`src/rtl/fp32_pkg.sv`:
```
// Shared FP32 field widths, operand struct and accumulator FSM states.
package fp32_pkg;

    localparam int unsigned EXP_W   = 8;
    localparam int unsigned MAN_W   = 23;
    localparam int unsigned BIAS    = 127;
    localparam int unsigned EXP_MAX = 255;

    // Datapath mantissa: carry bit, hidden bit, stored fraction.
    localparam int unsigned DP_W    = MAN_W + 2;

    typedef struct packed {
        logic             sign;
        logic [EXP_W-1:0] exp;
        logic [MAN_W-1:0] man;
    } fp32_t;

    typedef enum logic [2:0] {
        IDLE,
        ALIGN,
        ADD,
        NORM,
        DONE
    } acc_state_t;

endpackage

```
`src/rtl/fp32_align_shift.sv`:
```
// Orders two normal FP32 values by magnitude and right-shifts the smaller
// mantissa onto the larger exponent (truncating, saturating at DP_W).
module fp32_align_shift
    import fp32_pkg::*;
(
    input  fp32_t            a,
    input  fp32_t            b,
    output logic             big_sign,
    output logic [EXP_W-1:0] big_exp,
    output logic [DP_W-1:0]  big_man,
    output logic             lit_sign,
    output logic [DP_W-1:0]  lit_man
);

    fp32_t            hi;
    fp32_t            lo;
    logic [EXP_W-1:0] diff;

    // Magnitude compare on {exp, man}, swap, then barrel shift the smaller.
    always_comb begin
        if ({a.exp, a.man} >= {b.exp, b.man}) begin
            hi = a;
            lo = b;
        end else begin
            hi = b;
            lo = a;
        end
        diff     = hi.exp - lo.exp;
        big_sign = hi.sign;
        big_exp  = hi.exp;
        big_man  = {2'b01, hi.man};
        lit_sign = lo.sign;
        if (32'(diff) >= DP_W) begin
            lit_man = '0;
        end else begin
            lit_man = {2'b01, lo.man} >> diff;
        end
    end

endmodule

```
`src/rtl/fp_product_accumulator.sv`:
```
// Accumulates a stream of FP32 products into one FP32 sum with a sticky
// overflow flag. Multi-cycle align/add/normalise, no rounding, denormals
// flushed to zero.
// Optional build macro FP_ACC_SATURATE_EN: exponent overflow saturates to the
// largest finite value of the result sign instead of flushing to +0.
module fp_product_accumulator
    import fp32_pkg::*;
(
    input  logic        clk,
    input  logic        reset,
    input  logic        in_valid,
    output logic        in_ready,
    input  logic [31:0] in_data,
    input  logic        in_ovf,
    input  logic        in_last,
    output logic        out_valid,
    input  logic        out_ready,
    output logic [31:0] out_sum,
    output logic        out_ovf,
    output logic        busy
);

    localparam logic [EXP_W-1:0] EXP_TOP = EXP_W'(EXP_MAX - 1);
    localparam logic [EXP_W-1:0] EXP_ONE = EXP_W'(1);

    acc_state_t       state;
    acc_state_t       state_nxt;
    acc_state_t       exit_st;
    fp32_t            acc;
    fp32_t            op;
    logic             sticky;
    logic             last_q;
    logic             armed;
    logic             accept;
    logic             norm_exit;

    logic             al_big_sign;
    logic [EXP_W-1:0] al_big_exp;
    logic [DP_W-1:0]  al_big_man;
    logic             al_lit_sign;
    logic [DP_W-1:0]  al_lit_man;

    logic             big_sign_q;
    logic [EXP_W-1:0] big_exp_q;
    logic [DP_W-1:0]  big_man_q;
    logic             lit_sign_q;
    logic [DP_W-1:0]  lit_man_q;
    logic [DP_W-1:0]  add_man;

    logic             w_sign;
    logic [EXP_W-1:0] w_exp;
    logic [DP_W-1:0]  w_man;

    fp32_align_shift u_align (
        .a        (acc),
        .b        (op),
        .big_sign (al_big_sign),
        .big_exp  (al_big_exp),
        .big_man  (al_big_man),
        .lit_sign (al_lit_sign),
        .lit_man  (al_lit_man)
    );

    // Magnitude add/subtract; the aligned larger operand never goes negative.
    always_comb begin
        if (big_sign_q == lit_sign_q) begin
            add_man = big_man_q + lit_man_q;
        end else begin
            add_man = big_man_q - lit_man_q;
        end
        exit_st   = last_q ? DONE : IDLE;
        norm_exit = w_man[DP_W-1] | w_man[DP_W-2] | (w_exp == EXP_ONE);
    end

    // State register.
    always_ff @(posedge clk or negedge reset) begin
        if (!reset) begin
            state <= IDLE;
        end else begin
            state <= state_nxt;
        end
    end

    // Next-state and handshake outputs; result outputs read zero unless valid.
    always_comb begin
        state_nxt = state;
        in_ready  = 1'b0;
        out_valid = 1'b0;
        accept    = 1'b0;
        case (state)
            IDLE: begin
                in_ready = armed;
                accept   = in_valid & armed;
                if (accept) begin
                    if (in_data[MAN_W +: EXP_W] == '0 || acc.exp == '0) begin
                        state_nxt = in_last ? DONE : IDLE;
                    end else begin
                        state_nxt = ALIGN;
                    end
                end
            end
            ALIGN: state_nxt = ADD;
            ADD: begin
                state_nxt = (add_man == '0) ? exit_st : NORM;
            end
            NORM: begin
                if (norm_exit) begin
                    state_nxt = exit_st;
                end
            end
            DONE: begin
                out_valid = 1'b1;
                if (out_ready) begin
                    state_nxt = IDLE;
                end
            end
            default: state_nxt = IDLE;
        endcase
        busy    = (state != IDLE);
        out_sum = out_valid ? acc : '0;
        out_ovf = out_valid & sticky;
    end

    // Accumulator datapath: operand capture, alignment, add and normalisation.
    always_ff @(posedge clk or negedge reset) begin
        if (!reset) begin
            acc        <= '0;
            op         <= '0;
            sticky     <= 1'b0;
            last_q     <= 1'b0;
            armed      <= 1'b0;
            big_sign_q <= 1'b0;
            big_exp_q  <= '0;
            big_man_q  <= '0;
            lit_sign_q <= 1'b0;
            lit_man_q  <= '0;
            w_sign     <= 1'b0;
            w_exp      <= '0;
            w_man      <= '0;
        end else begin
            armed <= 1'b1;
            case (state)
                IDLE: begin
                    if (accept) begin
                        op     <= in_data;
                        last_q <= in_last;
                        sticky <= sticky | in_ovf;
                        if (in_data[MAN_W +: EXP_W] != '0 && acc.exp == '0) begin
                            acc <= in_data;
                        end
                    end
                end
                ALIGN: begin
                    big_sign_q <= al_big_sign;
                    big_exp_q  <= al_big_exp;
                    big_man_q  <= al_big_man;
                    lit_sign_q <= al_lit_sign;
                    lit_man_q  <= al_lit_man;
                end
                ADD: begin
                    w_sign <= big_sign_q;
                    w_exp  <= big_exp_q;
                    w_man  <= add_man;
                    if (add_man == '0) begin
                        acc <= '0;
                    end
                end
                NORM: begin
                    if (w_man[DP_W-1]) begin
                        // Carry: one right shift always lands the hidden bit.
                        if (w_exp == EXP_TOP) begin
                            sticky <= 1'b1;
`ifdef FP_ACC_SATURATE_EN
                            acc <= {w_sign, EXP_TOP, {MAN_W{1'b1}}};
`else
                            acc <= '0;
`endif
                        end else begin
                            acc <= {w_sign, w_exp + 1'b1, w_man[DP_W-2:1]};
                        end
                    end else if (w_man[DP_W-2]) begin
                        acc <= {w_sign, w_exp, w_man[MAN_W-1:0]};
                    end else if (w_exp == EXP_ONE) begin
                        acc <= '0;
                    end else begin
                        w_man <= w_man << 1;
                        w_exp <= w_exp - 1'b1;
                    end
                end
                DONE: begin
                    if (out_ready) begin
                        acc    <= '0;
                        sticky <= 1'b0;
                    end
                end
                default: ;
            endcase
        end
    end

endmodule

```
`config.mk`:
```
export PLATFORM = sky130hd
export DESIGN_NAME = fp_product_accumulator
export DESIGN_NICKNAME = d
export VERILOG_FILES = /design/src/rtl/fp32_pkg.sv /design/src/rtl/fp32_align_shift.sv /design/src/rtl/fp_product_accumulator.sv
export SDC_FILE = /design/constraint.sdc
export NUM_CORES = 1
export LEC_CHECK = 0
export CAP_MARGIN = 20
export CORE_AREA = 2 2 161 124
export DETAILED_ROUTE_END_ITERATION = 7
export DIE_AREA = 0 0 163 126
export GPL_TIMING_DRIVEN = 1
export HOLD_SLACK_MARGIN = 0.1
export PLACE_DENSITY = 0.86
export SYNTH_ARGS = -nofsm -noshare
export SYNTH_HDL_FRONTEND = slang
export SYNTH_SLANG_ARGS = --single-unit
export TNS_END_PERCENT = 5
```
`constraint.sdc`:
```
create_clock -name clk -period 12.55 [get_ports clk]
set_input_delay 2.51 -clock clk [delete_from_list [all_inputs] [get_ports clk]]
set_output_delay 2.51 -clock clk [all_outputs]
set_load 0.02 [all_outputs]
```
Run 1, sequential cells grouped by signal name:
Other sequential cells in the stronger grey, the rest of the logic in the fainter grey.
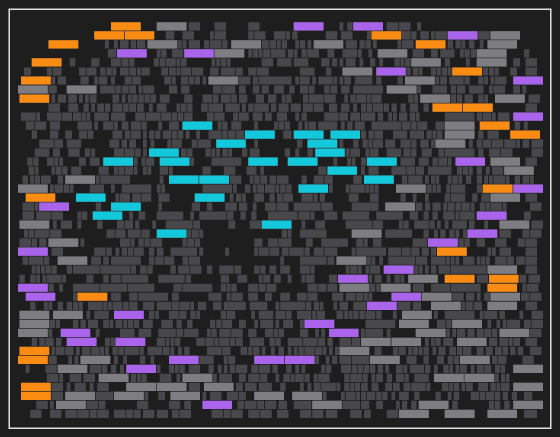
Key: cyan = lit_man_q [sequential cells 24]; orange = w_man [sequential cells 25, where all over the die]; purple = op [sequential cells 32, where all over the die]
Another 81 sequential cells are not coloured.
flop share of the area: 0.295
final core utilization: 0.723
Reg area: 4050 um2

Run 1, selected gate families:
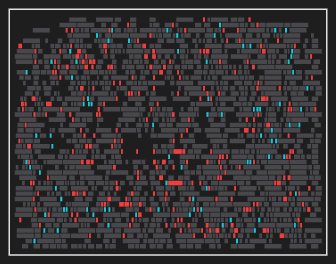
Key: red = NAND gates [cells 245, where all over the die]; cyan = inverters [cells 83, where all over the die]
Commonest Layout Cell: nand2_1
fraction of area in multi-input gates: 0.553
Post-Layout Cell Count: 1,752

Run 1, M1 wires:
Supply wires on this layer in grey.
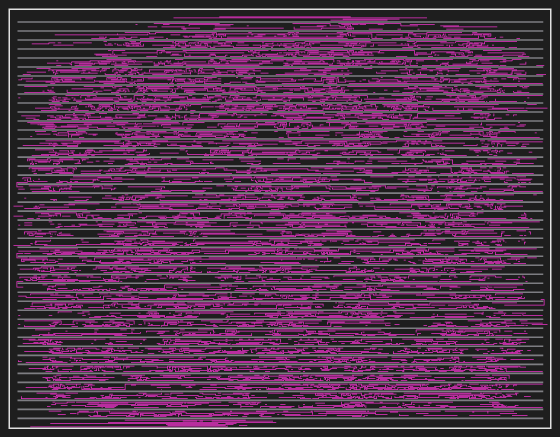
The layer carries 17,800 um of wire. The longest straight run is 76.4 um. 1,480 nets have wire on it. The layer holds 42% of the routed length. The wires run mostly horizontal.
via count: 12,500
Routed Wire Length: 42.7 mm
met1 Usage GRT: 0.616

==> results.txt, run 1 <==
flow finished, numbers: number of buffers and inverters on the critical path=1, hold buffers post-CTS=0, max-cap violations=0, worst rel slew slack=0.279, num tapcells=around 250, largest net degree at the start of global routing=around 97, startpoint types=flop, Ports=approximately 74, core area=19,000 um2, cts bufs inserted=17, CTS tree=built, initial antenna violation count=1, start point of the critical path=acc[4], hold_ws=roughly 470 ps, Avg Cell Area, Syn=8.40 um2, post-CTS setup buffers=0, DR top layer=met4, Final min period=around 6800 ps, EDFF count, synth=0, std cell rows=44, cell total after placement=between 1,500 and 2,000, Worst setup endpoint=lit_man_q[4], CLK BUF=18, Compound Share, Synth=0.249, fraction of registers with async set/reset=1.00, Latency at later pin=440 ps, Worst-Margin Slew=1080 ps, R2R depth=15, layout cells sized above 1=0.0768, Top cells by area=dfrtp_1 33%, ha_1 6.2%, o21ai_0 5.7%, nand2_1 5.6%, a21oi_1 4.3%, comb area leader=AND-OR/OR-AND gates, Worst Setup End Kind=flop, Gate Area=7590 um2, # Cells Yosys=between 1,000 and 1,500, Top cell area share=0.329, DR WL/cell=about 24 um, Log Warnings=29, worst slack, placed=approximately 6000 ps, CP Cell Sequence=ha_1 -> a211oi_1 -> nor2_1 -> o31ai_1 -> a21boi_4 -> nor2_4 -> mux2i_1 -> ha_1 -> inv_1 -> nand2_1 -> a21oi_1 -> a2111oi_0 -> a211oi_1 -> a221oi_1 -> o21ai_0, met2 Use GR=0.582, WP depth=15, Multi-input comb cells=~1,100, fp_density=0.649, Reg-to-Reg End=lit_man_q[4], required time worst endpoint=approximately 13,000 ps, Resize count post-CTS=0, Critical R2R Launch=acc[4], grt ovf=0, YS chip area=12,300 um2, reg2reg setup slack=5740 ps, clock root cell=clkbuf_16, met2 WL post-DR=roughly 18 mm, post-synthesis cell count=1,467, Longest Clk Path Bufs=2, # DRC=15, buffer share of cell area=0.0647, GRT met3 Usage=0.134, Die W=between 150 and 200 um, failing checks=design-rule violations, Clock Pin Slew Worst Setup and Hold Paths=around 70 ps, Fill cells=1,497, Setup Skew=between 15 and 20 ps, CP max stage cell=a2111oi_0, Non-Clock Buffer Count=around 94, placer congestion estimate=around 1.1, fmax=around 0.15 GHz, syn_nets=approximately 1,600, Die Ht=between 100 and 150 um, Hold Path Depth=2, Met1 Routed Length=17.8 mm, Pre-antenna DRT Iters=8, kind of critical path=flop to flop, Top delay family on crit path=AND-OR/OR-AND gates, Final WS setup=5740 ps, Post-synth regs=162, initial DRC count=2,098, number of global-route vias before repair=roughly 11,000, Total GRT Usage=0.419, HP Class=flop to flop, H-tree depth=4, outcome=finished, violations left, nonclk inv count=83, # setup viols final=0, routed wl met3=5.79 mm
==> run 2, diff against run 1 <==
Settings changed: CORE_AREA 2 2 161 124 to 2 2 168 129, DIE_AREA 0 0 163 126 to 0 0 170 131, PLACE_DENSITY 0.86 to 0.8.
Clock period 12.55 ns to 6.9 ns, I/O delays scaled along.
Run 2, clock wiring as the flow saved it:
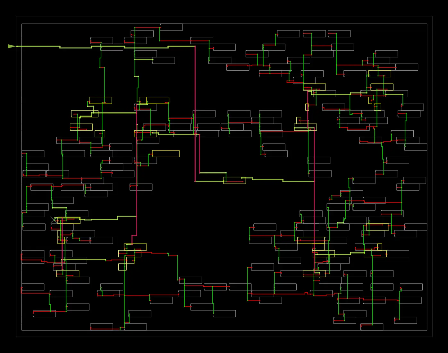
cts bufs inserted: 17
Setup Skew: 7.78 ps
Sink Count: 162
CLK BUF: 21

Run 2, floorplan with the power grid:
Pins as bars on the die edge.
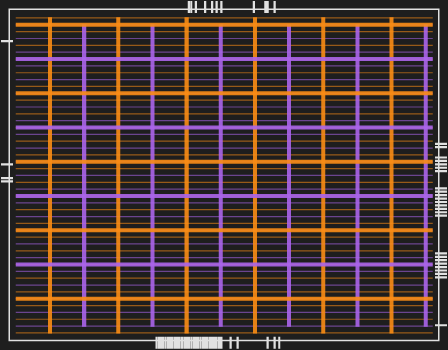
Key: purple = VDD; orange = VSS
74 signal pins sit on the boundary. 12 straps on met4. The core has 46 rows. 9 straps on met5.
Die W: 170 um
Die Ht: 131 um

==> run 2 against run 1 <==
The flow still finishes with violations (design-rule violations); global-route usage shrank 3.5 points; worst setup slack lost 4800 ps; core utilization shrank 5.6 points; area after synthesis is the same; hold slack gained 16 ps; critical path type unchanged.
==> results.txt, run 2 <==
flow finished, numbers: startpoint types=flop, Total GRT Usage=0.384, cell total after placement=between 1,500 and 2,000, Compound Share, Synth=0.249, initial antenna violation count=1, main flop type=dfrtp_1, Latency at later pin=between 400 and 500 ps, met2 WL post-DR=17.7 mm, Multi-input comb cells=approximately 1,100, Routed Wire Length=42.2 mm, unrepaired setup endpoints after global routing=false, Top cells by area=dfrtp_1 33%, ha_1 6.2%, o21ai_0 5.7%, nand2_1 5.6%, a21oi_1 4.3%, nonclk inv count=~83, Basic Gates by Area=0.184, via count=between 10,000 and 15,000, antenna cells=2, CTS tree=built, R2R depth=20, fmax=~0.17 GHz, design area=13,800 um2, Resize count post-CTS=0, buffer share of cell area=0.0676, WP depth=20, Met1 Routed Length=roughly 18 mm, start point of the critical path=lit_man_q[5], post-CTS setup buffers=0, global-route wire length before repair=between 60 and 70 mm, placer congestion estimate=1.03, Critical R2R Launch=lit_man_q[5], Post-Layout Cell Count=around 1,800, hold_sp=w_sign, dominant kind of cell by area=multi-input combinational cells, met2 Use GR=0.558, port bufs=73, # setup viols final=0, post-synthesis cell count=1,467, fraction of registers with async set/reset=1.00, Log Warnings=32, Final WS setup=approximately 940 ps, largest net degree at the start of global routing=approximately 110, Top cell area share=0.329, Pre-antenna DRT Iters=8, initial DRC count=around 2,100, layout cells sized above 1=0.0791, Top Registers=acc x32, op x32, w_man x25, EDFF count, synth=0, met1 Usage GRT=0.557, num tapcells=264, Hold Path Depth=2, Clock Pin Slew Worst Setup and Hold Paths=70 ps, YS chip area=~12,000 um2, max-cap violations=0, Seq cells=approximately 160, Commonest Layout Cell=nand2_1, # Cells Yosys=roughly 1,500, worst rel slew slack=0.251, fraction of area in multi-input gates=0.549, Worst Setup End Kind=flop, Fill cells=1,711, crit-path max FO=20, fp_density=0.595, hold buffers post-CTS=0, Reg area=4050 um2, Post-synth regs=between 150 and 200, Reg-to-Reg End=acc[3], worst slack, placed=between 1000 and 1500 ps, number of buffers and inverters on the critical path=2, outcome=finished, violations left, kind of critical path=flop to flop, HP Class=flop to flop, Final min period=about 6000 ps, DR WL/cell=23.8 um, DR top layer=met5, Ys Warns=0, Worst-Margin Slew=roughly 1100 ps, std cell rows=~46, routed wl met3=5.60 mm, failing checks=design-rule violations, number of global-route vias before repair=around 11,000, commonest cells in the netlist=184 x nand2_1, 162 x dfrtp_1, 140 x o21ai_0, CP Cell Sequence=or4_1 -> nor2_1 -> a21oi_1 -> a21oi_1 -> o21ai_0 -> o21bai_1 -> xnor2_1 -> ha_1 -> and3_1 -> and2_0 -> a221oi_1 -> a31oi_1 -> o21ai_0 -> mux2i_1 -> nand4b_1 -> nor4_2 -> buf_4 -> o21ai_4 -> buf_4 -> mux2i_1, H-tree depth=4, critical path's largest stage delay=740 ps, Gate Area=7590 um2, flop share of the area=0.293, Synth top cell by count=nand2_1, CP max stage cell=o21ai_4, Top delay family on crit path=AND-OR/OR-AND gates, clock root cell=clkbuf_16, Non-Clock Buffer Count=~100, Longest Clk Path Bufs=2, xor/xnor share=0.0306, Ports=about 74, hold_ws=between 400 and 500 ps, GRT met3 Usage=0.116, Worst setup endpoint=acc[3], syn_nets=roughly 1,600, required time worst endpoint=7260 ps, top cell type by total area after synthesis=dfrtp_1, grt ovf=0, reg2reg setup slack=between 900 and 1000 ps, core area=20,700 um2, Avg Cell Area, Syn=8.40 um2, final core utilization=0.668, # DRC=1, hold endpoint=w_sign, comb area leader=AND-OR/OR-AND gates
